$ cat src/rtl/tank_pkg.sv
`default_nettype none
// ============================================================================
//  Module      : tank_pkg
//  Description : Shared types and screen/sprite geometry for the tank game
//                display blocks. Holds the game-over sequencer state type.
//  Revision    : 1.0 - initial release
// ============================================================================
package tank_pkg;

    localparam int SPRITE_W = 16;
    localparam int SPRITE_H = 32;
    localparam int SCREEN_W = 640;
    localparam int SCREEN_H = 480;

    typedef enum logic [1:0] {
        IDLE = 2'd0,
        RISE = 2'd1,
        HOLD = 2'd2,
        DONE = 2'd3
    } go_state_t;

endpackage
`default_nettype wire

$ cat src/rtl/frame_tick_det.sv
`default_nettype none
// ============================================================================
//  Module      : frame_tick_det
//  Description : Rising-edge detector for the vsync-derived frame strobe.
//                tick is high for the one cycle where frame_clk is 1 and was
//                0 on the previous cycle.
//  Ports       : Clk       - system clock
//                Reset_n   - synchronous active-low reset
//                frame_clk - frame strobe, synchronous to Clk
//                tick      - one-cycle frame tick (combinational)
//  Revision    : 1.0 - initial release
// ============================================================================
module frame_tick_det (
    input  logic Clk,
    input  logic Reset_n,
    input  logic frame_clk,
    output logic tick
);

    logic r_prev;

    // Previous value resets to 1 so a strobe already high when reset is
    // released does not look like a fresh edge.
    always_ff @(posedge Clk) begin
        if (!Reset_n) begin
            r_prev <= 1'b1;
        end else begin
            r_prev <= frame_clk;
        end
    end

    assign tick = frame_clk & ~r_prev;

endmodule
`default_nettype wire

$ cat src/rtl/gameover_seq.sv
`default_nettype none
// ============================================================================
//  Module      : gameover_seq
//  Description : Game-over banner sequencer. On trigger the banner rises from
//                START_Y to TARGET_Y one row per frame (skip jumps straight to
//                rest), holds for HOLD_FRAMES frames, then reports done until
//                acknowledged. Also produces the registered banner ROM address
//                and pixel-inside-banner flag for the current VGA coordinate.
//                Optional macro GAMEOVER_BLINK_EN blinks the banner during
//                HOLD (8 frames on, 8 frames off).
//  Ports       : Clk, Reset_n         - clock, synchronous active-low reset
//                frame_clk            - frame strobe
//                trigger, skip, ack   - one-cycle control pulses
//                DrawX, DrawY         - current pixel coordinate
//                sprite_row/col       - banner ROM address (1-cycle latency)
//                banner_on            - pixel inside banner (1-cycle latency)
//                busy, done           - sequence running / complete
//  Revision    : 1.0 - initial release
// ============================================================================
module gameover_seq
    import tank_pkg::*;
#(
    parameter int X_POS       = 312,
    parameter int START_Y     = 480,
    parameter int TARGET_Y    = 224,
    parameter int HOLD_FRAMES = 120
) (
    input  logic       Clk,
    input  logic       Reset_n,
    input  logic       frame_clk,
    input  logic       trigger,
    input  logic       skip,
    input  logic       ack,
    input  logic [9:0] DrawX,
    input  logic [9:0] DrawY,
    output logic [4:0] sprite_row,
    output logic [3:0] sprite_col,
    output logic       banner_on,
    output logic       busy,
    output logic       done
);

    // hold counter is at least 4 bits so bit 3 exists for the blink gate
    localparam int HCW = ($clog2(HOLD_FRAMES + 1) < 4) ? 4 : $clog2(HOLD_FRAMES + 1);

    localparam logic [9:0]     c_START_Y   = 10'(START_Y);
    localparam logic [9:0]     c_TARGET_Y  = 10'(TARGET_Y);
    localparam logic [9:0]     c_TARGET_P1 = 10'(TARGET_Y + 1);
    localparam logic [HCW-1:0] c_HOLD_LAST = HCW'(HOLD_FRAMES - 1);
    localparam logic [10:0]    c_X_LO      = 11'(X_POS);
    localparam logic [10:0]    c_X_HI      = 11'(X_POS + SPRITE_W - 1);
    localparam logic [10:0]    c_H_M1      = 11'(SPRITE_H - 1);
    localparam logic [3:0]     c_X_LO4     = 4'(X_POS);

    go_state_t      r_state;
    logic [9:0]     r_banner_y;
    logic [HCW-1:0] r_hold_cnt;

    logic        w_tick;
    logic [10:0] w_dx;
    logic [10:0] w_dy;
    logic [10:0] w_by;
    logic        w_hit;
    logic        w_gate;

    frame_tick_det u_tick (
        .Clk       (Clk),
        .Reset_n   (Reset_n),
        .frame_clk (frame_clk),
        .tick      (w_tick)
    );

    // ------------------------------------------------------------------
    // Sequencer FSM; busy/done are updated alongside each state change
    // so they always match the registered state.
    // ------------------------------------------------------------------
    always_ff @(posedge Clk) begin
        if (!Reset_n) begin
            r_state    <= IDLE;
            r_banner_y <= c_START_Y;
            r_hold_cnt <= '0;
            busy       <= 1'b0;
            done       <= 1'b0;
        end else begin
            case (r_state)
                IDLE: begin
                    if (trigger) begin
                        r_state    <= RISE;
                        r_banner_y <= c_START_Y;
                        busy       <= 1'b1;
                        done       <= 1'b0;
                    end
                end
                RISE: begin
                    // skip takes priority over a tick in the same cycle
                    if (skip || (w_tick && (r_banner_y == c_TARGET_P1))) begin
                        r_state    <= HOLD;
                        r_banner_y <= c_TARGET_Y;
                        r_hold_cnt <= '0;
                    end else if (w_tick) begin
                        r_banner_y <= r_banner_y - 10'd1;
                    end
                end
                HOLD: begin
                    if (w_tick) begin
                        r_hold_cnt <= r_hold_cnt + 1'b1;
                        if (r_hold_cnt == c_HOLD_LAST) begin
                            r_state <= DONE;
                            busy    <= 1'b0;
                            done    <= 1'b1;
                        end
                    end
                end
                DONE: begin
                    // ack wins; a coincident trigger is simply not seen
                    if (ack) begin
                        r_state <= IDLE;
                        done    <= 1'b0;
                    end
                end
                default: begin
                    r_state <= IDLE;
                    busy    <= 1'b0;
                    done    <= 1'b0;
                end
            endcase
        end
    end

    // ------------------------------------------------------------------
    // Banner hit test in 11 bits so banner_y+31 cannot wrap near 480.
    // ------------------------------------------------------------------
    assign w_dx  = {1'b0, DrawX};
    assign w_dy  = {1'b0, DrawY};
    assign w_by  = {1'b0, r_banner_y};
    assign w_hit = (r_state != IDLE)
                && (w_dx >= c_X_LO) && (w_dx <= c_X_HI)
                && (w_dy >= w_by)   && (w_dy <= (w_by + c_H_M1));

`ifdef GAMEOVER_BLINK_EN
    assign w_gate = !((r_state == HOLD) && r_hold_cnt[3]);
`else
    assign w_gate = 1'b1;
`endif

    // Offsets are taken modulo the sprite size; inside the banner they are
    // exact, so only the low bits of each coordinate are needed.
    always_ff @(posedge Clk) begin
        if (!Reset_n) begin
            banner_on  <= 1'b0;
            sprite_row <= '0;
            sprite_col <= '0;
        end else begin
            banner_on <= w_hit && w_gate;
            if (w_hit) begin
                sprite_row <= DrawY[4:0] - r_banner_y[4:0];
                sprite_col <= DrawX[3:0] - c_X_LO4;
            end else begin
                sprite_row <= '0;
                sprite_col <= '0;
            end
        end
    end

endmodule
`default_nettype wire

$ cat config.mk
export PLATFORM = sky130hd
export DESIGN_NAME = gameover_seq
export DESIGN_NICKNAME = d
export VERILOG_FILES = /design/src/rtl/tank_pkg.sv /design/src/rtl/frame_tick_det.sv /design/src/rtl/gameover_seq.sv
export SDC_FILE = /design/constraint.sdc
export NUM_CORES = 1
export LEC_CHECK = 0
export CAP_MARGIN = 0
export CORE_ASPECT_RATIO = 1.4
export CORE_MARGIN = 3
export CORE_UTILIZATION = 55
export CTS_BUF_LIST = sky130_fd_sc_hd__clkbuf_16
export DETAILED_ROUTE_END_ITERATION = 7
export PLACE_DENSITY = 0.82
export SLEW_MARGIN = 20
export SYNTH_ARGS = -nofsm -noshare
export SYNTH_HDL_FRONTEND = slang
export SYNTH_HIERARCHICAL = 1
export SYNTH_SLANG_ARGS = --single-unit
$ cat constraint.sdc
create_clock -name Clk -period 4.85 [get_ports Clk]
set_clock_uncertainty 0.1 [all_clocks]
set_input_delay 0.97 -clock Clk [delete_from_list [all_inputs] [get_ports Clk]]
set_output_delay 0.97 -clock Clk [all_outputs]
set_load 0.05 [all_outputs]
run_1/clock_nets.png
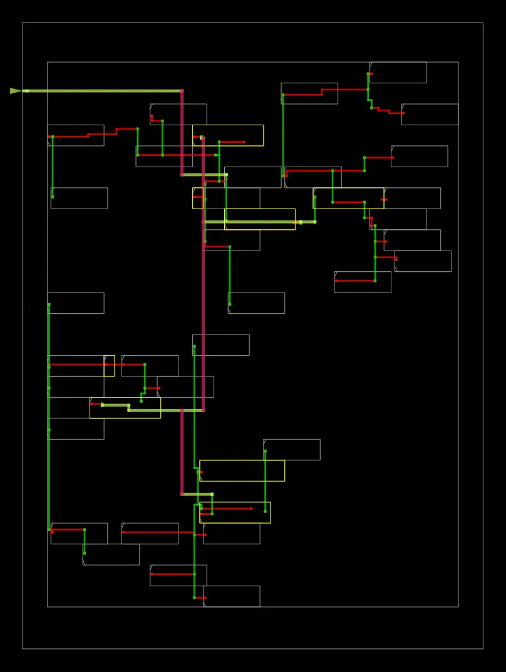
registers: 32
CTS Buf Count: 5
clk_lat worst skew: 270 ps
clock sinks: 32

run_1/port_trees.png
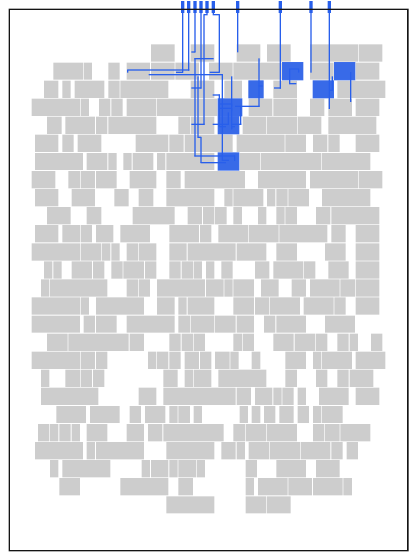
- DrawX: blue (bits 10; direction input; edge top; end cells 7; buffers 10; wire 238 µm)

==> results.cfg, run 1 <==
; physical design summary
[clock_tree]
h-tree-depth = 2
cts_tree = done
postCtsSetupRepairBufs = 0
clock_path_buffers = 2

[worst_setup_path]
critPathRequiredTime_ps = 4900
startpoint_type = flop
crit_path_max_incr_delay_ps = 560
endpoint_kind = flop
rr_endpoint = sprite_col[2]$_SDFF_PN0_
crit_chain = inv_1 -> ha_1 -> or4b_1 -> nand2_1 -> xnor2_1 -> ha_1 -> and4_1 -> nand4_1 -> o211ai_1 -> a21oi_2 -> nor4b_1
reg2reg_from = r_banner_y[1]$_SDFFE_PN0P_
crit_cells = 11
cp_slowest_cell = or4b_1
cp_max_fo = 10
worst_ep_arrival_time_ps = 3200
worstSetupEndpoint = sprite_col[2]$_SDFF_PN0_

[floorplanning]
ioPinCount = 38

[synth]
synth-main-ff-cell = dfxtp_1
synth-area-yosys_mm2 = 0.00223
ys_ff = 32
logic_family = simple AND/OR/NAND/NOR gates
synth_warnings = 6
largest_area_cell = dfxtp_1

[final_timing]
tns_ps = 0
whs_ps = 406

[run_status]
outcome = complete, no violations

[global_routing]
met2_usage = 0.397
busiest_layer = met2
grt_antenna_before_repair = 0

[pwr]
vdd_drop_max_mv = 0.407
p_total_uw = 1250
maxPowerGroup = combinational logic
netSwitchingPower_uw = 483

[routing]
met3_wirelength_um = 196
dr.pass1.iters = 4
ant_nets = 0

[layout]
final_cell_count_no_fill = 337
run_1/clock_wires.png
Scale bar: 20 µm.
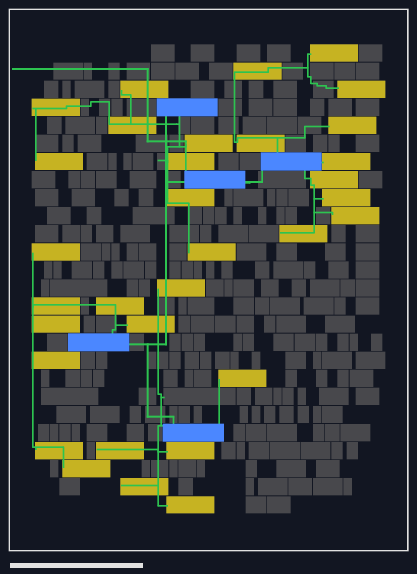
- clock-net drivers: blue (count 5)
- flip-flops: yellow (count 32)
- clock wires: green (length 409 µm)
- routed clock nets: 6
- flops lie: spread over the die

## run 1: state kept, by name, summed over array words and instances, names as in the netlist
| name | cells |
|---|---|
| sprite_col | 4 |
| r_hold_cnt | 7 |
| sprite_row | 5 |
| u_tick/r_prev | 1 |
| r_state | 2 |
| done | 1 |
| banner_on | 1 |
| busy | 1 |
| r_banner_y | 10 |
## run 1: layout make-up
class                   count  share of cell area
clock buffers               5              0.0450
well taps                  42              0.0189
multi-input cells         201               0.536
inverters                  17              0.0229
repair buffers             37               0.133
clock inverters             3              0.0135
flip-flops and latches     32               0.230
## run 1: worst min-delay path, stage by stage, from the launching register on
cell and delay (ps):
dfxtp_1 330, nand3_1 70, o21ai_1 60
run_1/gates.png
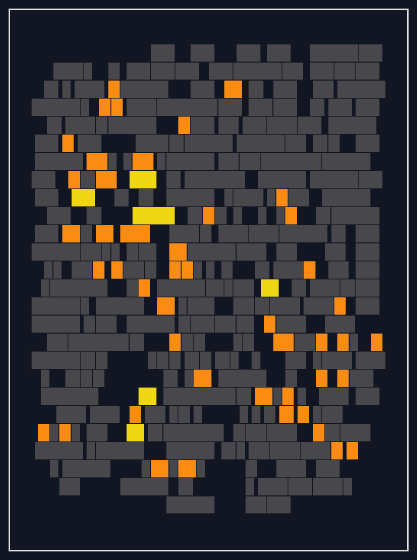

==> run 2, diff against run 1 <==
CORE_UTILIZATION = 53   (was 55)
PLACE_DENSITY = 0.8   (was 0.82)
clock period = 2.9 ns   (was 4.85 ns; I/O delays follow)
run_2/gates.png
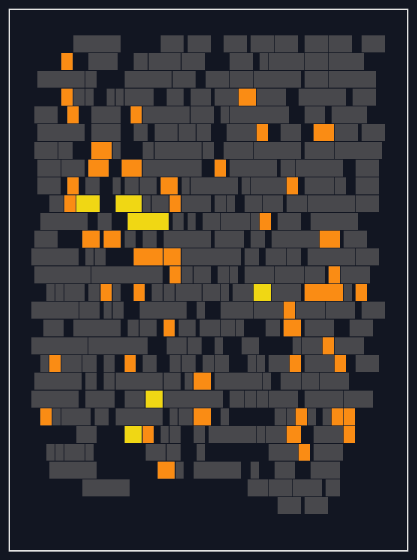
- non-inverting ao/oa cells: yellow (cells 6; most used o21a_1)
- aoi and oai cells: orange (cells 47; most used a21oi_1)
non-filler cells, final: 348
Comb/total area: 0.536

==> run 2 against run 1 <==
Global-route usage up 0.50 points. Core utilization up 0.053 points. First-iteration DRC count is 66% higher. Wire length up 17%. Worst setup slack lost 1700 ps. Critical path depth is 1 higher. Clock power is 73% higher. Synthesized cell count unchanged. Largest cell class unchanged. Largest power group unchanged.
==> results.cfg, run 2 <==
; physical design summary
[run_status]
outcome = complete, no violations

[final_timing]
whs_ps = 404
tns_ps = 0

[worst_setup_path]
cp_slowest_cell = or4b_4
worst_ep_arrival_time_ps = 2940
startpoint_type = flop
rr_endpoint = sprite_col[2]$_SDFF_PN0_
critPathRequiredTime_ps = 2970
reg2regPathDepth = 12
reg2reg_from = r_banner_y[1]$_SDFFE_PN0P_
crit_cells = 12
crit_chain = inv_2 -> ha_1 -> or4b_4 -> nand2_1 -> xnor2_1 -> ha_1 -> and4_1 -> nand4_1 -> o211ai_1 -> buf_4 -> a21oi_4 -> nor4b_2
cp_max_fo = 5
path_buffers = 2
endpoint_kind = flop

[synth]
edf_count = 0
synth-main-ff-cell = dfxtp_1
ys_ff = 32
largest_area_cell = dfxtp_1
logic_family = simple AND/OR/NAND/NOR gates
synth_warnings = 6
synth-area-yosys_mm2 = 0.00223

[floorplanning]
n_tap_cell = 43

[layout]
clk_share = 0.0570
top_register = r_banner_y
inverters = 17
buf_share = 0.149
logic_gate_count = 202
largest_register_ffs = 10
ff_count = 32
sh_seq_area = 0.218
largestRegisters = r_banner_y: 10 flops, r_hold_cnt: 7 flops, sprite_row: 5 flops
n_all_buffers = 46
nClkBuffers = 5
largest_cell_class = logic gates

[placement]
dpl.cell_count = 338

[pwr]
vdd_drop_max_mv = 0.524
intPower_uw = 1390
netSwitchingPower_uw = 933

[routing]
drt_iter0_drc = 93
wire_per_inst_um = 16.2
dr.pass1.iters = 4

[clock_tree]
clock_latency_ps = 280
cts_inserted_buffers = 5
h-tree-depth = 2
root_buffer = clkbuf_16
clock_path_buffers = 2
cts_hold_buf = 0
cts.sinks = 32

[global_routing]
grt_antenna_before_repair = 0
run_2/port_trees.png
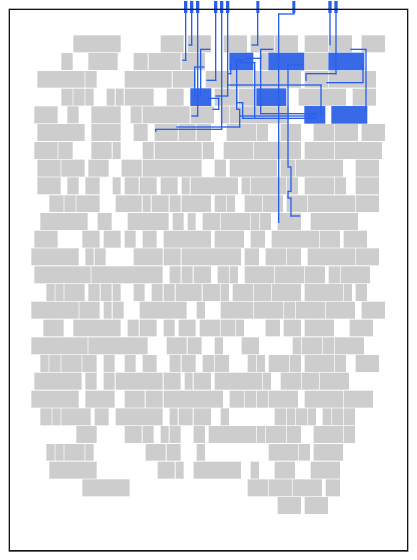
- DrawX: blue (bits 10; direction input; edge top; end cells 7; buffers 10; wire 316 µm)
PortBufs: 37
I/O pin cnt: 38

[run 2: stage by stage]
step	util	cell area (µm²)	power [µW]
6_report	0.738	2940	2320
5_1_grt	0.738	2940	2470
4_1_cts	0.714	2850	2190
3_5_place_dp	0.672	2680	1580
3_3_place_gp	0.672	2680	1560
2_1_floorplan	-	2230	1300
[run 2: power groups by stage]
stage	registers, µW	logic, µW	clock network [µW]
6_report	546	1180	598
5_1_grt	556	1300	617
4_1_cts	544	1040	600
3_5_place_dp	554	1030	0
3_3_place_gp	552	1010	0
2_1_floorplan	561	736	0
[run 2: layer usage]
layer	GRT usage	share of wire	vias up
met3	0.0482	0.023	16
met1	0.239	0.39	998
met2	0.408	0.55	45
met4	0.102	0.029	0
li1	-	-	1040
met5	0	0	-
Power is estimated from default activity; no workload was simulated.
